**Run 1: wiring by layer**

Scale: 2 px per um. Only two layers are drawn.
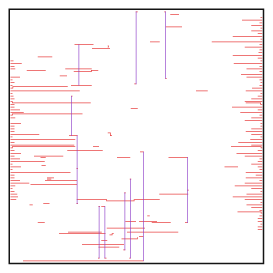
**Run 1: the clock network**

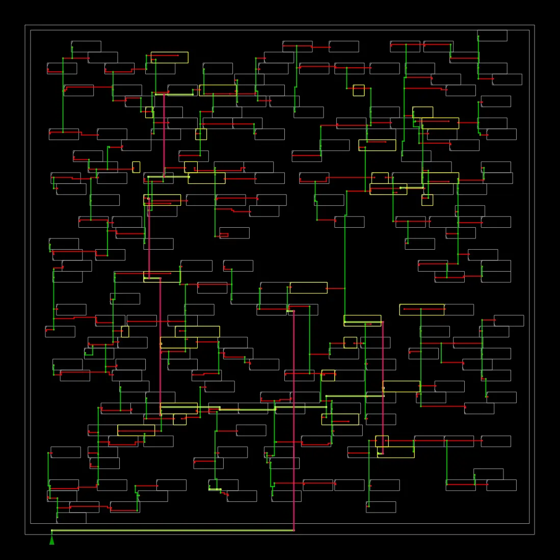
**Run 1: I/O pins on the die edge**

Scale: 3 px per um. Pins as bars across the die edge, other pins in gray.
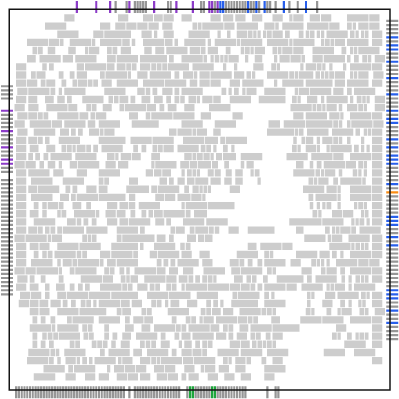
===== config.mk =====
export PLATFORM = sky130hd
export DESIGN_NAME = mem_port_arbiter
export DESIGN_NICKNAME = d
export VERILOG_FILES = /design/src/rtl/mem_port_arbiter.sv
export SDC_FILE = /design/constraint.sdc
export NUM_CORES = 1
export LEC_CHECK = 0
export CORE_UTILIZATION = 49
export DETAILED_ROUTE_END_ITERATION = 12
export HOLD_SLACK_MARGIN = 0.1
export PLACE_DENSITY = 0.85
export SYNTH_ARGS = -nofsm -noshare
export SYNTH_HDL_FRONTEND = slang
export SYNTH_SLANG_ARGS = --single-unit

===== constraint.sdc =====
create_clock -name clk -period 4.7 [get_ports clk]
set_input_delay 0.47 -clock clk [delete_from_list [all_inputs] [get_ports clk]]
set_output_delay 0.47 -clock clk [all_outputs]
set_load 0.02 [all_outputs]

===== src/rtl/mem_port_arbiter.sv =====
// mem_port_arbiter: shares one single-port word memory between instruction fetch and data access.
// Requests are latched into per-requester slots, one is granted, issued to the port with registered
// controls, and read data is returned to the owner after MEM_LATENCY cycles.
// Optional build macro MEM_ARB_RR_EN: round-robin tie-break (last-granted requester loses the next tie);
// without it data always wins over fetch.
module mem_port_arbiter #(
  parameter int ADDR_W      = 15,
  parameter int MEM_LATENCY = 1
) (
  input  logic              clk,
  input  logic              rstn,
  input  logic              f_order,
  input  logic [31:0]       f_addr,
  output logic              f_accepted,
  output logic              f_done,
  output logic [31:0]       f_rdata,
  input  logic              d_order,
  input  logic [31:0]       d_addr,
  input  logic [3:0]        d_we,
  input  logic [31:0]       d_wdata,
  output logic              d_accepted,
  output logic              d_done,
  output logic [31:0]       d_rdata,
  output logic              m_en,
  output logic [3:0]        m_we,
  output logic [ADDR_W-1:0] m_addr,
  output logic [31:0]       m_wdata,
  input  logic [31:0]       m_rdata,
  output logic              busy
);
  typedef enum logic [1:0] {IDLE, ISSUE, WAIT, DONE} state_t;
  state_t            st_q;
  logic              pf_q, pd_q, gd_q;
  logic [ADDR_W-1:0] fa_q, da_q;
  logic [3:0]        dwe_q;
  logic [31:0]       dw_q;
  logic [2:0]        cnt_q;
  logic              in_svc, cap_f, cap_d, pick_d, unused_bits;
  assign in_svc      = (st_q == ISSUE) || (st_q == WAIT);
  assign cap_f       = f_order && !pf_q && !(in_svc && !gd_q);
  assign cap_d       = d_order && !pd_q && !(in_svc && gd_q);
  assign busy        = (st_q != IDLE) || pf_q || pd_q;
  assign unused_bits = ^{f_addr[31:ADDR_W+2], f_addr[1:0], d_addr[31:ADDR_W+2], d_addr[1:0]};
`ifdef MEM_ARB_RR_EN
  logic last_d_q;
  assign pick_d = pd_q && (!pf_q || !last_d_q);
  // remember who was granted last so the other side wins the next tie
  always_ff @(posedge clk)
    if (!rstn) last_d_q <= 1'b0;
    else if (st_q == IDLE && (pf_q || pd_q)) last_d_q <= pick_d;
`else
  assign pick_d = pd_q;
`endif
  // request capture, grant, issue, wait for read data, done pulse
  always_ff @(posedge clk) begin
    if (!rstn) begin
      st_q <= IDLE;
      {pf_q, pd_q, gd_q, fa_q, da_q, dwe_q, dw_q, cnt_q} <= '0;
      {f_accepted, f_done, f_rdata, d_accepted, d_done, d_rdata} <= '0;
      {m_en, m_we, m_addr, m_wdata} <= '0;
    end else begin
      f_accepted <= cap_f;
      d_accepted <= cap_d;
      f_done     <= 1'b0;
      d_done     <= 1'b0;
      if (cap_f) begin
        pf_q <= 1'b1;
        fa_q <= f_addr[ADDR_W+1:2];
      end
      if (cap_d) begin
        pd_q  <= 1'b1;
        da_q  <= d_addr[ADDR_W+1:2];
        dwe_q <= d_we;
        dw_q  <= d_wdata;
      end
      case (st_q)
        IDLE: if (pf_q || pd_q) begin
          m_en    <= 1'b1;
          gd_q    <= pick_d;
          m_we    <= pick_d ? dwe_q : 4'd0;
          m_addr  <= pick_d ? da_q : fa_q;
          m_wdata <= pick_d ? dw_q : 32'd0;
          if (pick_d) pd_q <= 1'b0;
          else pf_q <= 1'b0;
          st_q <= ISSUE;
        end
        ISSUE: begin
          m_en  <= 1'b0;
          m_we  <= 4'd0;
          cnt_q <= 3'(MEM_LATENCY - 1);
          if (|m_we) begin
            d_done <= 1'b1;
            st_q   <= DONE;
          end else st_q <= WAIT;
        end
        WAIT: if (cnt_q == 3'd0) begin
          if (gd_q) d_rdata <= m_rdata;
          else f_rdata <= m_rdata;
          d_done <= gd_q;
          f_done <= !gd_q;
          st_q   <= DONE;
        end else cnt_q <= cnt_q - 3'd1;
        default: st_q <= IDLE;
      endcase
    end
  end
endmodule

==> impl_summary.log, run 1 <==
[metrics] run summary
INFO  metric outcome = completed
INFO  metric nNetsFinal = 1199
INFO  metric tritoncts = yes
INFO  metric finalClockSkew = 0.0119 ns
INFO  metric area.combinational = 3260 um^2
INFO  metric grt_util_met3 = 0.0569
INFO  metric syn_nets = 1039
INFO  metric synth_sequential_area_ratio = 0.512
INFO  metric worst_ir_drop_vdd = 0.000335 V
INFO  metric setup.worst_path.end_class = output pin
INFO  metric cts_setup_buffers = 0
INFO  metric grt_overflow = 0
INFO  metric post_route_clock_period_utilization = 0.654
INFO  metric setup_viol_count_final = 0
INFO  metric postSynthAreaPerCell = 8.46 um^2
INFO  metric top_layer = met4
INFO  metric share_of_post_route_cells_with_drive_strength_above_1 = 0.0514
INFO  metric fa_ha_area_frac = 0.0116
INFO  metric min-delay-start = m_wdata[3]$_SDFFE_PN0P_
INFO  metric clock_pin_slew_worst_setup_and_hold_paths = 0.07 ns
INFO  metric ys_sh_mux = 0.0198
INFO  metric ys_seq_elements = 194
INFO  metric grt_first_pass_wirelength = 31.6 mm
INFO  metric hold_violations_final = 0
INFO  metric layout.cell_area.non_filler = 10300 um^2
INFO  metric dr.pass1.iters = 6
INFO  metric power_frac_comb = 0.312
INFO  metric slew_violations = 0
INFO  metric die-area = 16000 um^2
INFO  metric synthToLayoutAreaGrowth = 36.2%
INFO  metric tightestPinTransition = 1.05 ns
INFO  metric placeableCoreArea = 15100 um^2
INFO  metric num-nonclk-inverters = 11
INFO  metric cts-root-to-sink-buffers = 2
INFO  metric ys_cells = 896
INFO  metric layout.comb_gates.multi_input = 598
INFO  metric power.internal = 3.23 mW
INFO  metric rrSetupSlack = 2.06 ns
INFO  metric layout.filler_cells = 1248
INFO  metric worstReg2RegEnd = dw_q[1]$_SDFFE_PN0P_
INFO  metric netlist_area = 7580 um^2
INFO  metric antennaDiodeCount = 1
INFO  metric cts_htree_levels = 4
INFO  metric yosys_area = 7580 um^2
INFO  metric final_cell_mix = sky130_fd_sc_hd__clkdlybuf4s50_1 (221), sky130_fd_sc_hd__dfxtp_1 (193), sky130_fd_sc_hd__a21oi_1 (171)
INFO  metric worst_setup_path_type = reg -> out
INFO  metric finalWeightedCongestion = 0.770
INFO  metric grt_pass1_vias = 6221
INFO  metric timing.reg2reg.worst_path_depth = 4
INFO  metric cts_repair_resize_count = 0
INFO  metric synth_simple_gate_area_share = 0.153
INFO  metric count_of_library_flops_with_an_enable_pin = 0
INFO  metric power.density_cell_area = 482 nW/um^2
INFO  metric setup_ws = 1.63 ns
INFO  metric warnings_synthesis = 0
INFO  metric synth-async-reset-ratio = 0
INFO  metric grt_max_degree = 121
INFO  metric numPlacedInstances = 1225
INFO  metric route.met3.wl = 1.32 mm
INFO  metric fp_util = 0.501
INFO  metric min_to = m_wdata[3]$_SDFFE_PN0P_
INFO  metric ys_dominant_reg_cell = sky130_fd_sc_hd__dfxtp_1
INFO  metric worst_hold_slack = 0.449 ns
INFO  metric logic_family = AND-OR/OR-AND gates
INFO  metric viasPerCell = 5.64
INFO  metric timing.critical_path.cells = buf_4 > nor3b_1 > inv_1 > clkdlybuf4s50_1
INFO  metric wl_met2 = 9.76 mm
INFO  metric period_needed = 3.07 ns
INFO  metric synth.cellmix.compoundShare = 0.245
INFO  metric synth.largest_area_cell = sky130_fd_sc_hd__dfxtp_1
INFO  metric cts_root_buffer = sky130_fd_sc_hd__clkbuf_16
INFO  metric switching_share = 0.351
INFO  metric p_leak = 3.42 nW
INFO  metric timing.hold.worst_path_depth = 2
INFO  metric clock_power_share = 0.290
INFO  metric worst_path_largest_cell_delay = 0.81 ns
INFO  metric m1WireLength = 8.56 mm
INFO  metric path_buffers = 3
INFO  metric crit_end = busy
INFO  metric yosysMostFrequentCell = sky130_fd_sc_hd__dfxtp_1
INFO  metric synthTopCellsByCount = sky130_fd_sc_hd__dfxtp_1 (194), sky130_fd_sc_hd__a21oi_1 (171), sky130_fd_sc_hd__nand2_1 (164)
INFO  metric numPortBuffers = 222
INFO  metric setup-tns-final = 0 ns
INFO  metric ys_sh_xor = 0
INFO  metric dp_worst_setup_slack = 2.04 ns
INFO  metric seqCellArea = 3880 um^2
INFO  metric drv.max_cap_violation_count = 0
INFO  metric finalCoreUtilization = 0.682
INFO  metric detailedRoute.firstIterationViolations = 572
INFO  metric num_tap_cells = 188
INFO  metric critical-path-slowest-cell = sky130_fd_sc_hd__dfxtp_2
INFO  metric seq-power = 1.98 mW
INFO  metric topCellsByArea = sky130_fd_sc_hd__dfxtp_1 (51%), sky130_fd_sc_hd__a21oi_1 (11%), sky130_fd_sc_hd__nand2_1 (8.1%)
INFO  metric fin_cells = 1258
INFO  metric max_freq = 0.325 GHz
INFO  metric clock_cell_area_share = 0.0573
INFO  metric grt_util_met1 = 0.318
INFO  metric largest_cell_class = sequential cells
INFO  metric synthDominantCellAreaShare = 0.512
INFO  metric setup_repair_after_global_routing_missed_its_margin = false
INFO  metric slew_headroom = 0.302
INFO  metric critPathLaunchType = flip-flop
INFO  metric drc_errors = 0
INFO  metric layout.nonclk_buf_frac = 0.223
INFO  metric dp.final_hpwl = 12.4 mm
INFO  metric power.sequential.fraction = 0.397
INFO  metric layout.clock_buffers = 18
INFO  metric crit_arrival = 2.60 ns
INFO  metric comb_area_share = 0.316
INFO  metric seq_area_share = 0.376
INFO  metric synth_cell_types = 38
INFO  metric design.portCount = 257
INFO  metric net-switching-power = 1.75 mW
INFO  metric dominant_power_group = sequential cells
INFO  metric timing.critical_path.required = 4.23 ns
INFO  metric critical-path-top-delay-family = buffers and inverters
INFO  metric comb_power = 1.56 mW
INFO  metric path_depth = 4
INFO  metric gr-max-usage-layer = met2
INFO  metric std_cell_rows = 45
INFO  metric antenna_violating_nets_post_route = 0
INFO  metric pnr_total_power = 4.98 mW
INFO  metric synthesis.instances = 896
INFO  metric cp-startpoint = pd_q$_SDFF_PN0_
INFO  metric worst_hold_path_type = reg -> reg
INFO  metric place_area = 9740 um^2
INFO  metric worst-path-max-fanout = 30
INFO  metric layout_top_cell = sky130_fd_sc_hd__clkdlybuf4s50_1
INFO  metric groute.layer.met2.usage = 0.402
INFO  metric cts_num_sinks = 194
INFO  metric buffers = 234
INFO  metric grt_antenna_before_repair = 1
Back to the opening pictures, 'wiring by layer':
[red] metal 3 | wire length: 1320 um
[purple] metal 4 | wire length: 350 um
overall routed net length: 20.0 mm
routed via count: 7096
GRT Overall Usage: 0.247
post-detailed-route wirelength per cell: 15.9 um

Back to the opening pictures, 'the clock network':
clk ins delay skew pair: 0.43 ns
clock network power: 1.44 mW
flip-flops: 194
TritonCTS buffer count: 17

Back to the opening pictures, 'I/O pins on the die edge':
[green] `m_we` | pins: 4 | direction: output | edge: bottom
[blue] `f_rdata` | pins: 32 | direction: output | edge: 25 right, 7 top
[purple] `m_addr` | pins: 15 | direction: output | edge: 10 top, 5 left
[orange] `rstn` | pins: 1 | direction: input | edge: right
Chip Height: 126 um
Chip Width: 126 um

## Run 2: what changed since run 1
- CORE_UTILIZATION: 49 -> 46
- PLACE_DENSITY: 0.85 -> 0.81
- clock period: 4.7 -> 3.06 ns (I/O delays scaled with it)
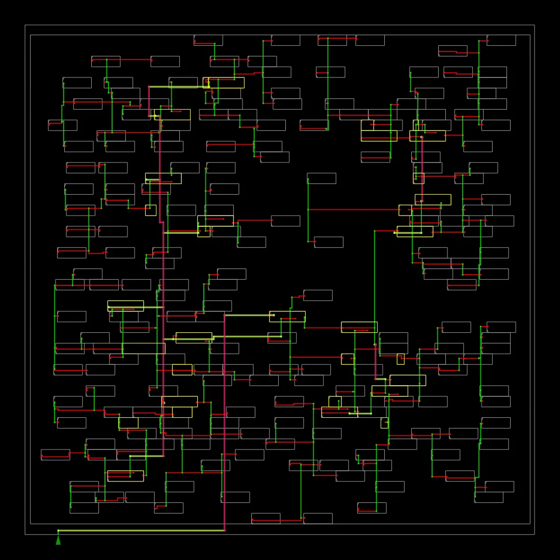
**Above:** run 2 (the clock network).
clock sink count: 194
clock network power: 2.15 mW
final clock skew: 0.0102 ns
tally of clock buffers in the finished layout: 22

==> run 2 against run 1 <==
Net effect: core utilization decreased by 2.9 points; die size up 6.4%; hold slack better by 0.0024 ns.
==> impl_summary.log, run 2 <==
[metrics] run summary
INFO  metric outcome = completed
INFO  metric count_of_library_flops_with_an_enable_pin = 0
INFO  metric tightestPinTransition = 0.687 ns
INFO  metric min_to = m_wdata[14]$_SDFFE_PN0P_
INFO  metric syn_nets = 1039
INFO  metric vias = 7165
INFO  metric postRouteWirelength = 20.9 mm
INFO  metric timing.critical_path.required = 2.75 ns
INFO  metric cts-root-to-sink-buffers = 2
INFO  metric setup-tns-final = 0 ns
INFO  metric warnings_synthesis = 0
INFO  metric largest_cell_class = sequential cells
INFO  metric n_sequential_cell = 194
INFO  metric power.sequential.fraction = 0.394
INFO  metric seq_area_share = 0.372
INFO  metric switching_share = 0.354
INFO  metric crit_arrival = 2.46 ns
INFO  metric timing.hold.worst_path_depth = 2
INFO  metric insertion_delay = 0.43 ns
INFO  metric synth-async-reset-ratio = 0
INFO  metric antenna_violating_nets_post_route = 0
INFO  metric grt_max_degree = 87
INFO  metric ys_sh_mux = 0.0198
INFO  metric route.met3.wl = 1.66 mm
INFO  metric nNetsFinal = 1206
INFO  metric topCellsByArea = sky130_fd_sc_hd__dfxtp_1 (51%), sky130_fd_sc_hd__a21oi_1 (11%), sky130_fd_sc_hd__nand2_1 (8.1%)
INFO  metric path_depth = 5
INFO  metric worst_path_largest_cell_delay = 0.60 ns
INFO  metric fin_cells = 1293
INFO  metric synthTopCellsByCount = sky130_fd_sc_hd__dfxtp_1 (194), sky130_fd_sc_hd__a21oi_1 (171), sky130_fd_sc_hd__nand2_1 (164)
INFO  metric comb_power = 2.50 mW
INFO  metric dp_worst_setup_slack = 0.747 ns
INFO  metric power_frac_comb = 0.326
INFO  metric groute.layer.met2.usage = 0.392
INFO  metric cp-startpoint = st_q[0]$_SDFFE_PN0P_
INFO  metric numPortBuffers = 222
INFO  metric synth_sequential_area_ratio = 0.512
INFO  metric design.portCount = 257
INFO  metric dp.final_hpwl = 13.3 mm
INFO  metric layout.cell_area.non_filler = 10400 um^2
INFO  metric area.combinational = 3270 um^2
INFO  metric num_tap_cells = 216
INFO  metric cts-buffers-inserted = 17
INFO  metric synthToLayoutAreaGrowth = 37.8%
INFO  metric wl_met2 = 9.94 mm
INFO  metric pnr_total_power = 7.68 mW
INFO  metric yosysMostFrequentCell = sky130_fd_sc_hd__dfxtp_1
INFO  metric slew_headroom = 0.542
INFO  metric ys_seq_elements = 194
INFO  metric synthDominantCellAreaShare = 0.512
INFO  metric grt_pass1_vias = 6423
INFO  metric p_leak = 3.46 nW
INFO  metric final_cell_mix = sky130_fd_sc_hd__clkdlybuf4s50_1 (221), sky130_fd_sc_hd__dfxtp_1 (193), sky130_fd_sc_hd__a21oi_1 (171)
INFO  metric synth.cellmix.compoundShare = 0.245
INFO  metric min-delay-start = m_wdata[14]$_SDFFE_PN0P_
INFO  metric viasPerCell = 5.54
INFO  metric worst_hold_slack = 0.451 ns
INFO  metric setup.worst_path.end_class = output pin
INFO  metric postSynthAreaPerCell = 8.46 um^2
INFO  metric critPathLaunchType = flip-flop
INFO  metric netlist_area = 7580 um^2
INFO  metric logic_family = AND-OR/OR-AND gates
INFO  metric clock_cell_area_share = 0.0549
INFO  metric layout_top_cell = sky130_fd_sc_hd__clkdlybuf4s50_1
INFO  metric seq-power = 3.03 mW
INFO  metric share_of_post_route_cells_with_drive_strength_above_1 = 0.0567
INFO  metric setup_ws = 0.292 ns
INFO  metric slew_violations = 0
INFO  metric wire_per_inst = 16.2 um
INFO  metric buffers = 241
INFO  metric cts_setup_buffers = 0
INFO  metric power.density_cell_area = 736 nW/um^2
INFO  metric die-area = 17000 um^2
INFO  metric net-switching-power = 2.72 mW
INFO  metric post_route_clock_period_utilization = 0.905
INFO  metric layout.filler_cells = 1406
INFO  metric tritoncts = yes
INFO  metric seqCellArea = 3880 um^2
INFO  metric timing.critical_path.cells = inv_1 > ha_2 > nor3b_1 > inv_1 > clkdlybuf4s50_1
INFO  metric ys_dominant_reg_cell = sky130_fd_sc_hd__dfxtp_1
INFO  metric critical-path-top-delay-family = buffers and inverters
INFO  metric num-nonclk-inverters = 11
INFO  metric cts_htree_levels = 4
INFO  metric path_buffers = 3
INFO  metric numPlacedInstances = 1260
INFO  metric grt_first_pass_wirelength = 32.5 mm
INFO  metric grt_antenna_before_repair = 1
INFO  metric worst_setup_path_type = reg -> out
INFO  metric worst_hold_path_type = reg -> reg
INFO  metric layout.comb_gates.multi_input = 598
INFO  metric layout.nonclk_buf_frac = 0.229
INFO  metric die_h = 130 um
INFO  metric period_needed = 2.77 ns
INFO  metric ys_sh_xor = 0
INFO  metric yosys_area = 7580 um^2
INFO  metric grt_util_met3 = 0.0586
INFO  metric fp_util = 0.474
INFO  metric drc_errors = 0
INFO  metric clock_pin_slew_worst_setup_and_hold_paths = 0.07 ns
INFO  metric cts_repair_resize_count = 0
INFO  metric synth_cell_types = 38
INFO  metric synth.largest_area_cell = sky130_fd_sc_hd__dfxtp_1
INFO  metric power.internal = 4.97 mW
INFO  metric max_freq = 0.361 GHz
INFO  metric critical-path-slowest-cell = sky130_fd_sc_hd__clkdlybuf4s50_1
INFO  metric dr.pass1.iters = 5
INFO  metric worstReg2RegEnd = m_addr[13]$_SDFFE_PN0P_
INFO  metric gr-max-usage-layer = met2
INFO  metric antennaDiodeCount = 1
INFO  metric worst-path-max-fanout = 16
INFO  metric crit_end = busy
INFO  metric rrSetupSlack = 0.87 ns
INFO  metric timing.reg2reg.worst_path_depth = 7
INFO  metric ys_cells = 896
INFO  metric grt_overflow = 0
INFO  metric finalCoreUtilization = 0.653
INFO  metric placeableCoreArea = 16000 um^2
INFO  metric place_area = 9870 um^2
INFO  metric cts_root_buffer = sky130_fd_sc_hd__clkbuf_16
INFO  metric m1WireLength = 8.80 mm
INFO  metric synthesis.instances = 896
INFO  metric worst_ir_drop_vdd = 0.000465 V
INFO  metric top_layer = met4
INFO  metric die-width = 130 um
INFO  metric fa_ha_area_frac = 0.0116
INFO  metric drv.max_cap_violation_count = 0
INFO  metric dominant_power_group = sequential cells
## Run 3: what changed since run 2
- CAP_MARGIN: not set -> 0
- REMOVE_ABC_BUFFERS: not set -> 1
==> run 3 against run 2 <==
Net effect: area after synthesis stayed put; critical path depth unchanged; critical path type unchanged; wire length rose by 4.1%; first-iteration DRC count up 6.1%; non-clock buffer count up 2; final area grew 0.23%; via count about the same; combinational power rose by 2%; cell count is essentially flat; core utilization up 0.15 points; worst setup slack better by 0.33 ns; maximum frequency grew 13%.
==> impl_summary.log, run 3 <==
[metrics] run summary
INFO  metric drc_errors = 0
INFO  metric worst_path_largest_cell_delay = 0.61 ns
INFO  metric warnings_synthesis = 0
INFO  metric tightestPinTransition = 0.753 ns
INFO  metric setup_repair_after_global_routing_missed_its_margin = false
INFO  metric antennaDiodeCount = 0
INFO  metric final_cell_mix = sky130_fd_sc_hd__clkdlybuf4s50_1 (221), sky130_fd_sc_hd__dfxtp_1 (193), sky130_fd_sc_hd__a21oi_1 (171)
INFO  metric numPlacedInstances = 1262
INFO  metric synthDominantCellAreaShare = 0.512
INFO  metric nNetsFinal = 1208
INFO  metric cts_setup_buffers = 0
INFO  metric synthesis.instances = 896
INFO  metric min_to = d_rdata[17]$_SDFFE_PN0P_
INFO  metric layout.filler_cells = 1367
INFO  metric tritoncts = yes
INFO  metric grt_antenna_before_repair = 0
INFO  metric dp.final_hpwl = 13.7 mm
INFO  metric detailedRoute.firstIterationViolations = 571
INFO  metric fp_util = 0.474
INFO  metric power.sequential.fraction = 0.387
INFO  metric crit_end = busy
INFO  metric comb_area_share = 0.313
INFO  metric std_cell_rows = 46
INFO  metric gr-max-usage-layer = met2
INFO  metric clock_power_share = 0.289
INFO  metric setup-tns-final = 0 ns
INFO  metric max_freq = 0.410 GHz
INFO  metric wire_per_inst = 16.8 um
INFO  metric switching_share = 0.360
INFO  metric vias = 7163
INFO  metric design.portCount = 257
INFO  metric timing.hold.worst_path_depth = 3
INFO  metric groute.usage.overall = 0.251
INFO  metric yosys_area = 7580 um^2
INFO  metric worst_hold_slack = 0.448 ns
INFO  metric synth-async-reset-ratio = 0
INFO  metric topCellsByArea = sky130_fd_sc_hd__dfxtp_1 (51%), sky130_fd_sc_hd__a21oi_1 (11%), sky130_fd_sc_hd__nand2_1 (8.1%)
INFO  metric dominant_power_group = sequential cells
INFO  metric fa_ha_area_frac = 0.0116
INFO  metric grt_first_pass_wirelength = 33.5 mm
INFO  metric die-area = 17000 um^2
INFO  metric largest_cell_class = sequential cells
INFO  metric cts_repair_resize_count = 0
INFO  metric synth.cellmix.compoundShare = 0.245
INFO  metric buffers = 243
INFO  metric cts_htree_levels = 4
INFO  metric dp_worst_setup_slack = 1.04 ns
INFO  metric ys_seq_elements = 194
INFO  metric synthTopCellsByCount = sky130_fd_sc_hd__dfxtp_1 (194), sky130_fd_sc_hd__a21oi_1 (171), sky130_fd_sc_hd__nand2_1 (164)
INFO  metric worst-path-max-fanout = 5
INFO  metric dr.pass1.iters = 5
INFO  metric cp-startpoint = st_q[0]$_SDFFE_PN0P_
INFO  metric groute.layer.met2.usage = 0.415
INFO  metric route.met3.wl = 1.01 mm
INFO  metric fin_cells = 1294
INFO  metric timing.critical_path.required = 2.75 ns
INFO  metric seqCellArea = 3880 um^2
INFO  metric slew_violations = 0
INFO  metric setup_ws = 0.619 ns
INFO  metric top_layer = met4
INFO  metric grt_util_met1 = 0.317
INFO  metric cts-root-to-sink-buffers = 2
INFO  metric synth.largest_area_cell = sky130_fd_sc_hd__dfxtp_1
INFO  metric synthToLayoutAreaGrowth = 38.1%
INFO  metric layout.comb_gates.multi_input = 598
INFO  metric layout.nonclk_buf_frac = 0.229
INFO  metric grt_util_met3 = 0.0428
INFO  metric m1WireLength = 9.20 mm
INFO  metric wl_met2 = 10.7 mm
INFO  metric post_route_clock_period_utilization = 0.798
INFO  metric postSynthAreaPerCell = 8.46 um^2
INFO  metric clock_cell_area_share = 0.0570
INFO  metric cts_num_sinks = 194
INFO  metric slew_headroom = 0.498
INFO  metric postRouteWirelength = 21.7 mm
INFO  metric finalCoreUtilization = 0.654
INFO  metric hold_violations_final = 0
INFO  metric critical-path-slowest-cell = sky130_fd_sc_hd__clkdlybuf4s50_1
INFO  metric share_of_post_route_cells_with_drive_strength_above_1 = 0.0603
INFO  metric worst_ir_drop_vdd = 0.000507 V
INFO  metric worstReg2RegEnd = dw_q[31]$_SDFFE_PN0P_
INFO  metric seq_area_share = 0.371
INFO  metric layout.cell_area.non_filler = 10500 um^2
INFO  metric cts_root_buffer = sky130_fd_sc_hd__clkbuf_16
INFO  metric timing.critical_path.cells = inv_1 > ha_2 > nor3b_1 > inv_1 > clkdlybuf4s50_1
INFO  metric finalWeightedCongestion = 0.781
INFO  metric ys_sh_mux = 0.0198
INFO  metric period_needed = 2.44 ns
INFO  metric antenna_violating_nets_post_route = 0
INFO  metric synth_cell_types = 38
INFO  metric placeableCoreArea = 16000 um^2
INFO  metric logic_family = AND-OR/OR-AND gates
INFO  metric pnr_total_power = 7.83 mW
INFO  metric num-nonclk-inverters = 11
INFO  metric grt_max_degree = 74
INFO  metric area.combinational = 3270 um^2
INFO  metric clock_pin_slew_worst_setup_and_hold_paths = 0.07 ns
INFO  metric min-delay-start = m_rdata[17]
INFO  metric rrSetupSlack = 0.99 ns
INFO  metric netlist_area = 7580 um^2
INFO  metric power.internal = 5.01 mW
INFO  metric synth_simple_gate_area_share = 0.153
INFO  metric yosysMostFrequentCell = sky130_fd_sc_hd__dfxtp_1
INFO  metric critPathLaunchType = flip-flop
INFO  metric critical-path-top-delay-family = buffers and inverters
INFO  metric layout_top_cell = sky130_fd_sc_hd__clkdlybuf4s50_1
INFO  metric grt_pass1_vias = 6594
INFO  metric cts-buffers-inserted = 17
INFO  metric path_depth = 5
INFO  metric finalClockSkew = 0.0121 ns
INFO  metric layout.clock_buffers = 17
INFO  metric timing.reg2reg.worst_path_depth = 6
INFO  metric worst_setup_path_type = reg -> out
INFO  metric ys_dominant_reg_cell = sky130_fd_sc_hd__dfxtp_1
INFO  metric path_buffers = 3
INFO  metric grt_overflow = 0
INFO  metric n_sequential_cell = 194
INFO  metric drv.max_cap_violation_count = 0
INFO  metric p_leak = 3.47 nW
INFO  metric ys_cells = 896
INFO  metric insertion_delay = 0.43 ns
INFO  metric power.density_cell_area = 748 nW/um^2
INFO  metric net-switching-power = 2.82 mW
INFO  metric outcome = completed
INFO  metric comb_power = 2.54 mW
INFO  metric ys_sh_xor = 0
INFO  metric crit_arrival = 2.14 ns
INFO  metric power_clock = 2.26 mW
INFO  metric setup_viol_count_final = 0
INFO  metric setup.worst_path.end_class = output pin
INFO  metric place_area = 9870 um^2
INFO  metric count_of_library_flops_with_an_enable_pin = 0
INFO  metric viasPerCell = 5.54
INFO  metric worst_hold_path_type = in -> reg
INFO  metric num_tap_cells = 216
INFO  metric synth_sequential_area_ratio = 0.512
INFO  metric seq-power = 3.03 mW
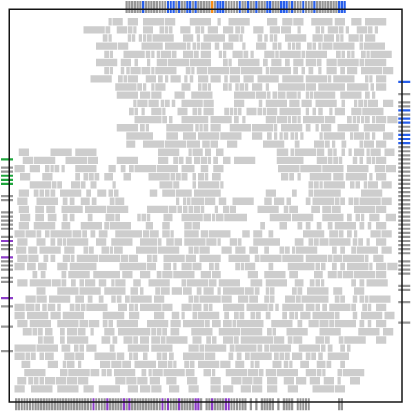
**Above:** run 3 (I/O pins on the die edge).
Scale: 3 px per um. Pins as bars across the die edge, other pins in gray.
Chip Height: 130 um
quantity of I/O buffers inserted on ports: 222
Chip Width: 130 um

Power figures rest on the tool's default switching activity, not on a simulated workload.
